### src/rtl/cargador_programa.sv
// cargador_programa: program loader for the instruction memory.
//
// The loader takes a byte stream over a valid/ready handshake. The first two
// bytes are the word count N, high byte first. The data bytes are then packed
// into big-endian 32-bit words, and each word is written to the
// instruction-memory write port. The datapath is held in reset
// (o_cpu_hold=1) until the whole image has been written.
//
// Build option:
//   CARGADOR_CHECKSUM_EN - when defined, one trailing byte follows the image.
//                          It must equal the XOR of all data bytes, otherwise
//                          the load ends in ERROR.
//
// Ports:
//   clk, reset              - clock and asynchronous active-low reset
//   i_start                 - begins a load (only in IDLE, DONE or ERROR)
//   i_byte_valid, i_byte    - byte source
//   o_byte_ready            - byte accepted on an edge where valid && ready
//   o_mem_we/addr/wdata     - instruction-memory write port
//   o_cpu_hold              - keeps the datapath in reset
//   o_busy/o_done/o_error   - load status
//   o_word_count            - words written in the current load
//
// States:
//   IDLE  | after reset, waiting for i_start
//   HDR   | receiving the 2-byte word count
//   DATA  | receiving the 4 bytes of a word
//   WRITE | one-cycle memory write of the assembled word
//   CHK   | receiving the trailing checksum byte (checksum build only)
//   DONE  | image loaded, datapath released
//   ERROR | load aborted, datapath kept in reset
module cargador_programa #(
    parameter int          MAX_WORDS = 256,
    parameter logic [31:0] BASE_ADDR = 32'h0000_0000
) (
    input  logic        clk,
    input  logic        reset,
    input  logic        i_start,
    input  logic        i_byte_valid,
    input  logic [7:0]  i_byte,
    output logic        o_byte_ready,
    output logic        o_mem_we,
    output logic [31:0] o_mem_addr,
    output logic [31:0] o_mem_wdata,
    output logic        o_cpu_hold,
    output logic        o_busy,
    output logic        o_done,
    output logic        o_error,
    output logic [15:0] o_word_count
);

    typedef enum logic [2:0] {
        S_IDLE, S_HDR, S_DATA, S_WRITE, S_CHK, S_DONE, S_ERROR
    } state_t;

    state_t      state_q, state_d;
    logic [1:0]  byte_cnt_q, byte_cnt_d;
    logic [31:0] word_q, word_d;
    logic [15:0] len_q, len_d;
    logic [15:0] idx_q, idx_d;
    logic        ready_q, ready_d;
    logic        we_q, we_d;
    logic [31:0] addr_q, addr_d;
    logic [31:0] wdata_q, wdata_d;
    logic        hold_q, hold_d;
    logic        busy_q, busy_d;
    logic        done_q, done_d;
    logic        error_q, error_d;
`ifdef CARGADOR_CHECKSUM_EN
    logic [7:0]  csum_q, csum_d;
`endif

    logic        xfer;
    logic [15:0] hdr_len;

    assign xfer    = i_byte_valid && ready_q;
    assign hdr_len = {len_q[15:8], i_byte};

    always_comb begin
        state_d    = state_q;
        byte_cnt_d = byte_cnt_q;
        word_d     = word_q;
        len_d      = len_q;
        idx_d      = idx_q;
        we_d       = 1'b0;
        addr_d     = addr_q;
        wdata_d    = wdata_q;
`ifdef CARGADOR_CHECKSUM_EN
        csum_d     = csum_q;
`endif
        unique case (state_q)
            S_IDLE, S_DONE, S_ERROR: begin
                if (i_start) begin
                    state_d    = S_HDR;
                    byte_cnt_d = 2'd0;
                    idx_d      = 16'd0;
`ifdef CARGADOR_CHECKSUM_EN
                    csum_d     = 8'd0;
`endif
                end
            end
            S_HDR: begin
                if (xfer) begin
                    if (byte_cnt_q == 2'd0) begin
                        len_d[15:8] = i_byte;
                        byte_cnt_d  = 2'd1;
                    end else begin
                        len_d      = hdr_len;
                        byte_cnt_d = 2'd0;
                        if (hdr_len == 16'd0 || hdr_len > 16'(MAX_WORDS))
                            state_d = S_ERROR;
                        else
                            state_d = S_DATA;
                    end
                end
            end
            S_DATA: begin
                if (xfer) begin
                    word_d     = {word_q[23:0], i_byte};
                    byte_cnt_d = byte_cnt_q + 2'd1;
`ifdef CARGADOR_CHECKSUM_EN
                    csum_d     = csum_q ^ i_byte;
`endif
                    if (byte_cnt_q == 2'd3) begin
                        // Strobe, address and data are registered together so
                        // they line up with the WRITE cycle.
                        state_d = S_WRITE;
                        we_d    = 1'b1;
                        addr_d  = BASE_ADDR + {14'd0, idx_q, 2'b00};
                        wdata_d = word_d;
                    end
                end
            end
            S_WRITE: begin
                idx_d = idx_q + 16'd1;
                if (idx_q == len_q - 16'd1) begin
`ifdef CARGADOR_CHECKSUM_EN
                    state_d = S_CHK;
`else
                    state_d = S_DONE;
`endif
                end else begin
                    state_d = S_DATA;
                end
            end
            S_CHK: begin
`ifdef CARGADOR_CHECKSUM_EN
                if (xfer)
                    state_d = (i_byte == csum_q) ? S_DONE : S_ERROR;
`else
                state_d = S_ERROR;
`endif
            end
            default: state_d = S_IDLE;
        endcase

        // Status outputs are decoded from the next state so that they are
        // registered and change in the same cycle as the state.
        ready_d = (state_d == S_HDR) || (state_d == S_DATA) || (state_d == S_CHK);
        busy_d  = ready_d || (state_d == S_WRITE);
        done_d  = (state_d == S_DONE);
        error_d = (state_d == S_ERROR);
        hold_d  = (state_d != S_DONE);
    end

    always_ff @(posedge clk or negedge reset) begin
        if (!reset) begin
            state_q    <= S_IDLE;
            byte_cnt_q <= 2'd0;
            word_q     <= 32'd0;
            len_q      <= 16'd0;
            idx_q      <= 16'd0;
            ready_q    <= 1'b0;
            we_q       <= 1'b0;
            addr_q     <= 32'd0;
            wdata_q    <= 32'd0;
            hold_q     <= 1'b1;
            busy_q     <= 1'b0;
            done_q     <= 1'b0;
            error_q    <= 1'b0;
`ifdef CARGADOR_CHECKSUM_EN
            csum_q     <= 8'd0;
`endif
        end else begin
            state_q    <= state_d;
            byte_cnt_q <= byte_cnt_d;
            word_q     <= word_d;
            len_q      <= len_d;
            idx_q      <= idx_d;
            ready_q    <= ready_d;
            we_q       <= we_d;
            addr_q     <= addr_d;
            wdata_q    <= wdata_d;
            hold_q     <= hold_d;
            busy_q     <= busy_d;
            done_q     <= done_d;
            error_q    <= error_d;
`ifdef CARGADOR_CHECKSUM_EN
            csum_q     <= csum_d;
`endif
        end
    end

    assign o_byte_ready = ready_q;
    assign o_mem_we     = we_q;
    assign o_mem_addr   = addr_q;
    assign o_mem_wdata  = wdata_q;
    assign o_cpu_hold   = hold_q;
    assign o_busy       = busy_q;
    assign o_done       = done_q;
    assign o_error      = error_q;
    assign o_word_count = idx_q;

endmodule

### config.mk
export PLATFORM = sky130hd
export DESIGN_NAME = cargador_programa
export DESIGN_NICKNAME = d
export VERILOG_FILES = /design/src/rtl/cargador_programa.sv
export SDC_FILE = /design/constraint.sdc
export NUM_CORES = 1
export LEC_CHECK = 0
export ABC_AREA = 1
export CELL_PAD_IN_SITES_DETAIL_PLACEMENT = 1
export CELL_PAD_IN_SITES_GLOBAL_PLACEMENT = 1
export CORE_ASPECT_RATIO = 1.1
export CORE_UTILIZATION = 39
export DETAILED_ROUTE_END_ITERATION = 10
export PLACE_DENSITY = 0.89
export SLEW_MARGIN = 10
export SYNTH_ARGS = -nofsm -noshare
export SYNTH_HDL_FRONTEND = slang
export SYNTH_SLANG_ARGS = --single-unit
### constraint.sdc
create_clock -name clk -period 2.83 [get_ports clk]
set_clock_uncertainty 0.15 [all_clocks]
set_input_delay 0.566 -clock clk [delete_from_list [all_inputs] [get_ports clk]]
set_output_delay 0.566 -clock clk [all_outputs]
set_load 0.03 [all_outputs]
==> qor.csv <==
metric,value,unit
Initial Util,0.4045,
die area,0.01435,sq mm
"Slowest-stage cell, CP",dfrtp_1,
grt met2 use,0.4235,
worst-path fanout max,5,
ys flops,115,
largest stage delay on the critical path,380,ps
Gate Count Post-Synth,650,
RD Place Congestion,0.8771,
root buffer cell,clkbuf_16,
CTS tree,done,
Avg Inst Size Synth,8.325,sq um
Setup crit end,o_byte_ready,
Via density,4.909,
status,completed,
post_cts resized,0,
Top cell excl fill/tap,nand2_1,
leak pwr,3.205,nW
GRT Max-Usage Layer,met2,
die height,125.5,um
"area leader, netlist",dfrtp_1,
total track usage,0.2335,
Max-area cell class,sequential cells,
top-count cell post-synth,nand2_1,
-- stage by stage --
| step | utilization | hold WS (ps) | instances | total power, mW | worst slack, ps |
|---|---|---|---|---|---|
| 2_1_floorplan | - | 120.4 | 665 | 4.026 | 803.4 |
| 3_3_place_gp | 0.4771 | 311.1 | 904 | 4.750 | 521.2 |
| 3_5_place_dp | 0.4771 | 326.9 | 904 | 4.907 | 371.1 |
| 4_1_cts | 0.5189 | 39.08 | 936 | 7.032 | 443.4 |
| 5_1_grt | 0.5189 | 55.82 | 936 | 7.404 | 272.4 |
| 6_report | 0.5189 | 18.03 | 936 | 6.960 | 469.0 |
-- where the power goes --
group          internal, mW  leakage (nW)  switching, mW
Combinational         0.825          1.42           1.57
Clock                  1.17         0.268          0.867
Sequential             2.11          1.52          0.421
**Floorplan with the power grid**

Pins as bars on the die edge.
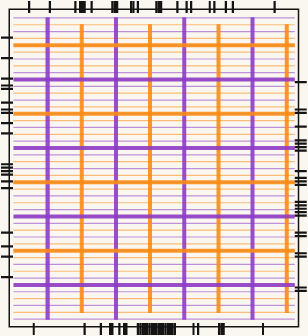
legend:
  VSS:
    colour: purple
  VDD:
    colour: orange
rows: 44
met1 rails: 45
met4 straps: 8
signal pins: 98
met5 straps: 8

**Cell classes on the final placement**

The bar under the picture is 20 um long.
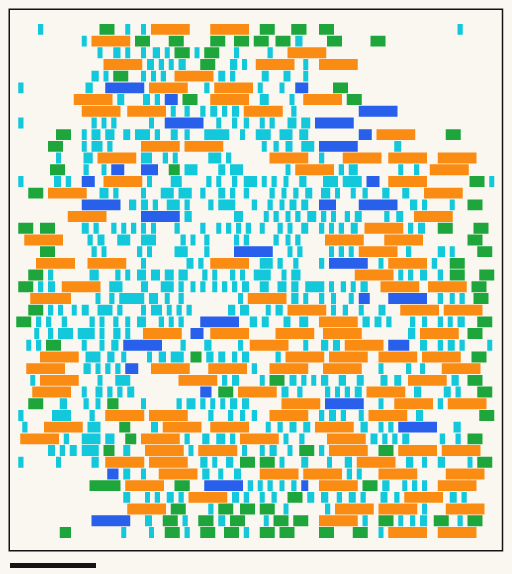
legend:
  all other logic:
    colour: cyan
    cells: 517
    share_of_their_area: 36%
  other buffers and delay cells:
    colour: green
    cells: 88
    share_of_their_area: 13%
  clock drivers and dummy loads:
    colour: blue
    cells: 32
    share_of_their_area: 8.3%
  flip-flops:
    colour: orange
    cells: 115
    share_of_their_area: 43%

**Routed clock nets over the placement**

The bar under the picture is 20 um long.
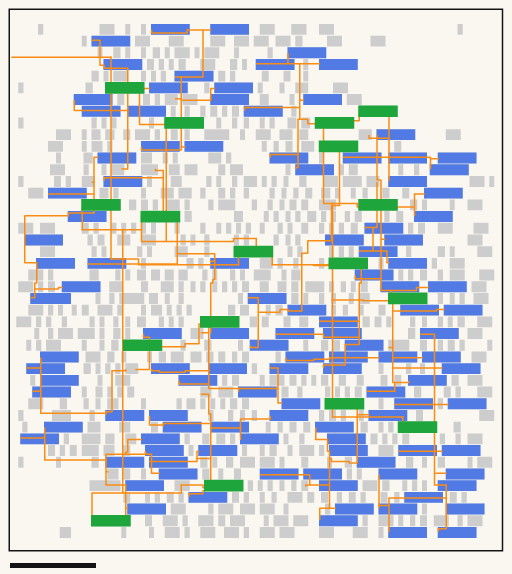
legend:
  cells driving clock nets:
    colour: green
    count: 17
  flip-flops:
    colour: blue
    count: 115
  clock wires:
    colour: orange
    length: 1700 um
flops lie: all over the die

**Wiring by layer**

Two of the layers only.
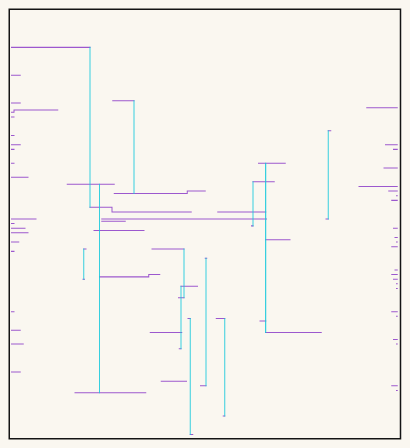
legend:
  met3:
    colour: purple
    wire_length: 408 um
  met4:
    colour: cyan
    wire_length: 365 um

**Clock nets**

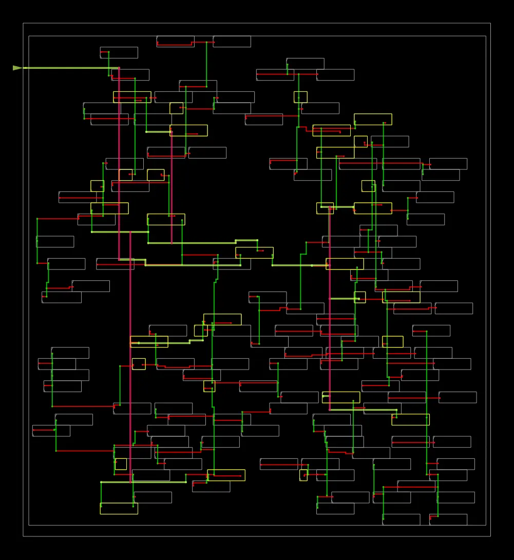
CTS Sinks: 115
# clk buffers: 18
CTS Buf Count: 17
Latency at later pin: 420 ps

Power and IR drop assume default switching activity.
